### src/rtl/serial_a_paralelo_pkg.sv
// Shared constants and state encoding for the serial link receiver.
package serial_a_paralelo_pkg;

    localparam int BYTE_W = 8;
    localparam logic [BYTE_W-1:0] COMMA = 8'hBC;

    typedef enum logic [1:0] {
        SEARCH = 2'd0,
        LOCK   = 2'd1,
        ACTIVE = 2'd2
    } rx_state_t;

endpackage

### src/rtl/serial_a_paralelo_comma_detector.sv
// Serial shift register (MSB first) plus the comma compare on its contents.
module serial_a_paralelo_comma_detector
    import serial_a_paralelo_pkg::*;
(
    input  logic              clk32f,
    input  logic              reset,
    input  logic              serial_in,
    output logic [BYTE_W-1:0] sr,
    output logic              is_comma
);

    always_ff @(posedge clk32f or posedge reset) begin
        if (reset) begin
            sr <= '0;
        end else begin
            sr <= {sr[BYTE_W-2:0], serial_in};
        end
    end

    // Compare is taken from the register, so no serial_in-to-output path exists.
    assign is_comma = (sr == COMMA);

endmodule

### src/rtl/serial_a_paralelo.sv
// Serial-to-parallel receiver: comma alignment, lock counting and byte delivery.
// Optional macro RX_BC_CNT_EN adds a saturating count of idle commas seen while active.
module serial_a_paralelo
    import serial_a_paralelo_pkg::*;
#(
    parameter int BC_LOCK = 4
) (
    input  logic              clk32f,
    input  logic              reset,
    input  logic              serial_in,
    output logic [BYTE_W-1:0] data_out,
    output logic              valid_out,
    output logic              active
`ifdef RX_BC_CNT_EN
    ,
    output logic [7:0]        bc_count
`endif
);

    localparam logic [2:0] LOCK_TARGET = 3'(BC_LOCK);

    logic [BYTE_W-1:0] sr;
    logic              is_comma;

    rx_state_t         state, state_n;
    logic [2:0]        bit_cnt, bit_cnt_n;
    logic [2:0]        bc_cnt, bc_cnt_n;
    logic [2:0]        bc_inc;
    logic              boundary;
    logic [BYTE_W-1:0] data_n;
    logic              valid_n;
    logic              active_n;
`ifdef RX_BC_CNT_EN
    logic [7:0]        bc_count_n;
`endif

    serial_a_paralelo_comma_detector u_comma_detector (
        .clk32f    (clk32f),
        .reset     (reset),
        .serial_in (serial_in),
        .sr        (sr),
        .is_comma  (is_comma)
    );

    assign boundary = (bit_cnt == 3'd7);
    assign bc_inc   = bc_cnt + 3'd1;

    always_ff @(posedge clk32f or posedge reset) begin
        if (reset) begin
            state     <= SEARCH;
            bit_cnt   <= '0;
            bc_cnt    <= '0;
            data_out  <= '0;
            valid_out <= 1'b0;
            active    <= 1'b0;
`ifdef RX_BC_CNT_EN
            bc_count  <= '0;
`endif
        end else begin
            state     <= state_n;
            bit_cnt   <= bit_cnt_n;
            bc_cnt    <= bc_cnt_n;
            data_out  <= data_n;
            valid_out <= valid_n;
            active    <= active_n;
`ifdef RX_BC_CNT_EN
            bc_count  <= bc_count_n;
`endif
        end
    end

    always_comb begin
        state_n   = state;
        bit_cnt_n = bit_cnt;
        bc_cnt_n  = bc_cnt;
        data_n    = data_out;
        valid_n   = 1'b0;
        active_n  = active;
`ifdef RX_BC_CNT_EN
        bc_count_n = bc_count;
`endif
        case (state)
            SEARCH: begin
                // Any bit offset may hold the comma; its end defines the byte grid.
                if (is_comma) begin
                    bit_cnt_n = '0;
                    bc_cnt_n  = 3'd1;
                    state_n   = LOCK;
                end
            end
            LOCK: begin
                bit_cnt_n = bit_cnt + 3'd1;
                if (boundary) begin
                    if (is_comma) begin
                        bc_cnt_n = bc_inc;
                        if (bc_inc == LOCK_TARGET) begin
                            state_n  = ACTIVE;
                            active_n = 1'b1;
                        end
                    end else begin
                        bc_cnt_n = '0;
                        state_n  = SEARCH;
                    end
                end
            end
            ACTIVE: begin
                bit_cnt_n = bit_cnt + 3'd1;
                if (boundary) begin
                    if (!is_comma) begin
                        data_n  = sr;
                        valid_n = 1'b1;
                    end
`ifdef RX_BC_CNT_EN
                    else if (bc_count != 8'hFF) begin
                        bc_count_n = bc_count + 8'd1;
                    end
`endif
                end
            end
            default: begin
                state_n = SEARCH;
            end
        endcase
    end

endmodule

### config.mk
export PLATFORM = sky130hd
export DESIGN_NAME = serial_a_paralelo
export DESIGN_NICKNAME = d
export VERILOG_FILES = /design/src/rtl/serial_a_paralelo_pkg.sv /design/src/rtl/serial_a_paralelo_comma_detector.sv /design/src/rtl/serial_a_paralelo.sv
export SDC_FILE = /design/constraint.sdc
export NUM_CORES = 1
export LEC_CHECK = 0
export CAP_MARGIN = 20
export CELL_PAD_IN_SITES_DETAIL_PLACEMENT = 1
export CELL_PAD_IN_SITES_GLOBAL_PLACEMENT = 1
export CORE_MARGIN = 5
export CORE_UTILIZATION = 48
export DETAILED_ROUTE_END_ITERATION = 8
export PLACE_DENSITY_LB_ADDON = 0.1
export SETUP_SLACK_MARGIN = 0.05
export SLEW_MARGIN = 5
export SYNTH_ARGS = -nofsm -noshare
export SYNTH_HDL_FRONTEND = slang
export SYNTH_SLANG_ARGS = --single-unit
### constraint.sdc
create_clock -name clk32f -period 4.3 [get_ports clk32f]
set_input_delay 0.86 -clock clk32f [delete_from_list [all_inputs] [get_ports clk32f]]
set_output_delay 0.86 -clock clk32f [all_outputs]
set_load 0.005 [all_outputs]
### Met1 routing

Bar = 20 um.
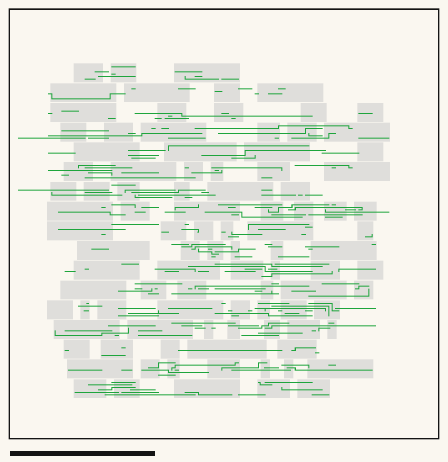
The layer carries 1050 um of wire. The wires run mostly horizontal. 93 nets have wire on it.

### The metal 2 layer

Bar = 20 um.
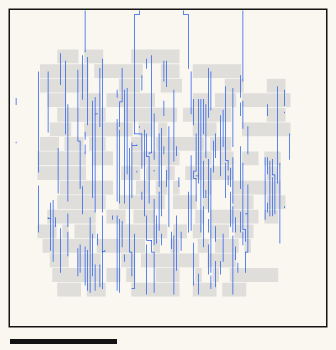
The wires run mostly vertical. The layer holds 51% of the routed length. The longest straight run is 28.6 um. 99 nets have wire on it.

### Metal 3

Bar = 20 um.
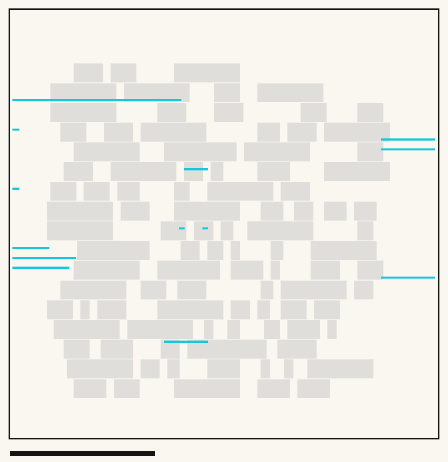
The longest straight run is 23.0 um. 10 nets have wire on it. The wires run mostly horizontal.

### I/O pins on the die edge

Bar = 20 um. Pins as bars across the die edge, other pins in grey.
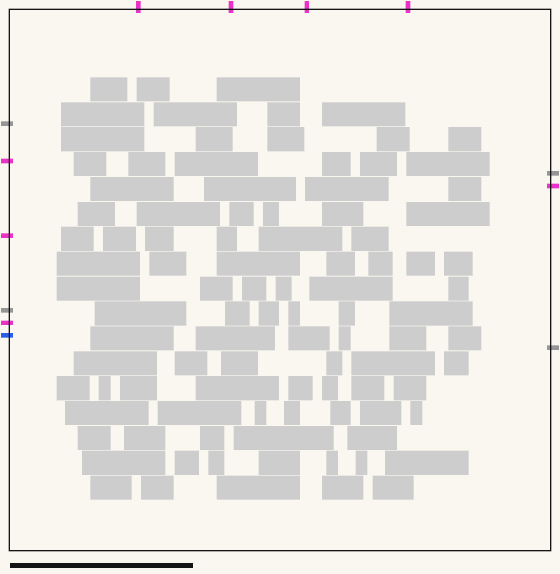
Blue marks reset, pins 1, direction input, edge left. Magenta marks data_out, pins 8, direction output, edge 4 top, 3 left, 1 right.
All pins by edge: 6 left, 4 top, 3 right.

==> results.yml <==
# yosys + openroad results
final_layout:
  flops: 26
  fill_cells: 226
  areaGrowthSynthToFinish_pct: 20.1
  clkCellAreaFrac_pct: 3.80
  nMultiInputCombCells: 49
  layout.nets: 109
  logic_area_sq_um: 479
  largest_class: "flip-flops and latches"
  regArea_sq_um: 651
min_path:
  min-delay-start: "u_comma_detector.sr[0]$_DFF_PP0_"
timing:
  finalSetupViolCount: 0
  tightest_slew_ns: 0.542
  fin_skew_ns: 0.00502
  slew-limit-headroom_pct: 63.6
  setup_ws_ns: 2.21
  fin_setup_tns_ns: 0
  hold_violations: 0
  period_used_pct: 48.7
grt:
  antenna_found_initial: 0
  grt_pass1_wl_um: 4040
  grt_pass1_vias: 834
  grt_usage_pct: 15.5
  grt_overflow: 0
  met1_usage_pct: 19.1
die:
  ioPinCount: 13
  num_rows: 17
  taps: 28
  core_sq_um: 2250
synthesis:
  synth_seq_share_pct: 56.5
  synthCells: 81
  synthTopCellsByArea: "dfrtp_1 (56%), mux2_2 (8.8%), ha_1 (8.7%)"
  synth_cell_type_count: 30
  ys.flop_type: "dfrtp_1"
  netlist_area_sq_um: 1150
  xor_area_share_pct: 0.760
  yosysMostFrequentCell: "dfrtp_1"
  synth.avg_cell_area_sq_um: 14.2
  yosys_area_sq_um: 1150
  common_cells: "dfrtp_1 (26), mux2_2 (9), ha_1 (8)"
  fa_ha_area_share_pct: 8.69
  synth.mux.area_fraction_pct: 10.1
  ys_async_sr_fraction_pct: 100
power:
  seqPwrFrac_pct: 47.1
  comb_power_share_pct: 24.8
  power.leakage_uw: 0.000648
  power.clock.fraction_pct: 28.1
placement:
  dp.cells: 120
  hpwl_um: 1720
  globalplace.congestion: 0.760
  portBuffers: 12
route:
  drc: 0
  wl_met3_um: 75
  drt_iter0_drc: 18
  avgViaCountPerCell: 5.62
  dr_wl_met2_um: 1220
  highest_layer: "met4"
status:
  status: "finished, final reports clean"
clock_tree:
  cts_tree: "done"
  cts_max_path_buffers: 2
  hold_buffers: 0
  path_clk_slew_ns: 0.14
  cts_sinks: 26
  cts_max_level: 1
  worstSkewPairLatency_ns: 0.32
  root_buffer: "clkbuf_4"
  cts_made_buffers: 3
run:
  warnings: 30
setup_path:
  cp-startpoint: "data_out[4]$_DFFE_PP0P_"
  reg2reg_from: "bc_cnt[0]$_DFFE_PP0P_"
  r2r_slack_ns: 2.47
  arrival_ns: 1.23
  path_buffers: 1
  path_class: "reg2out"
  crit_cells: 1
  crit_required_ns: 3.44
Power is estimated from default activity; no workload was simulated.
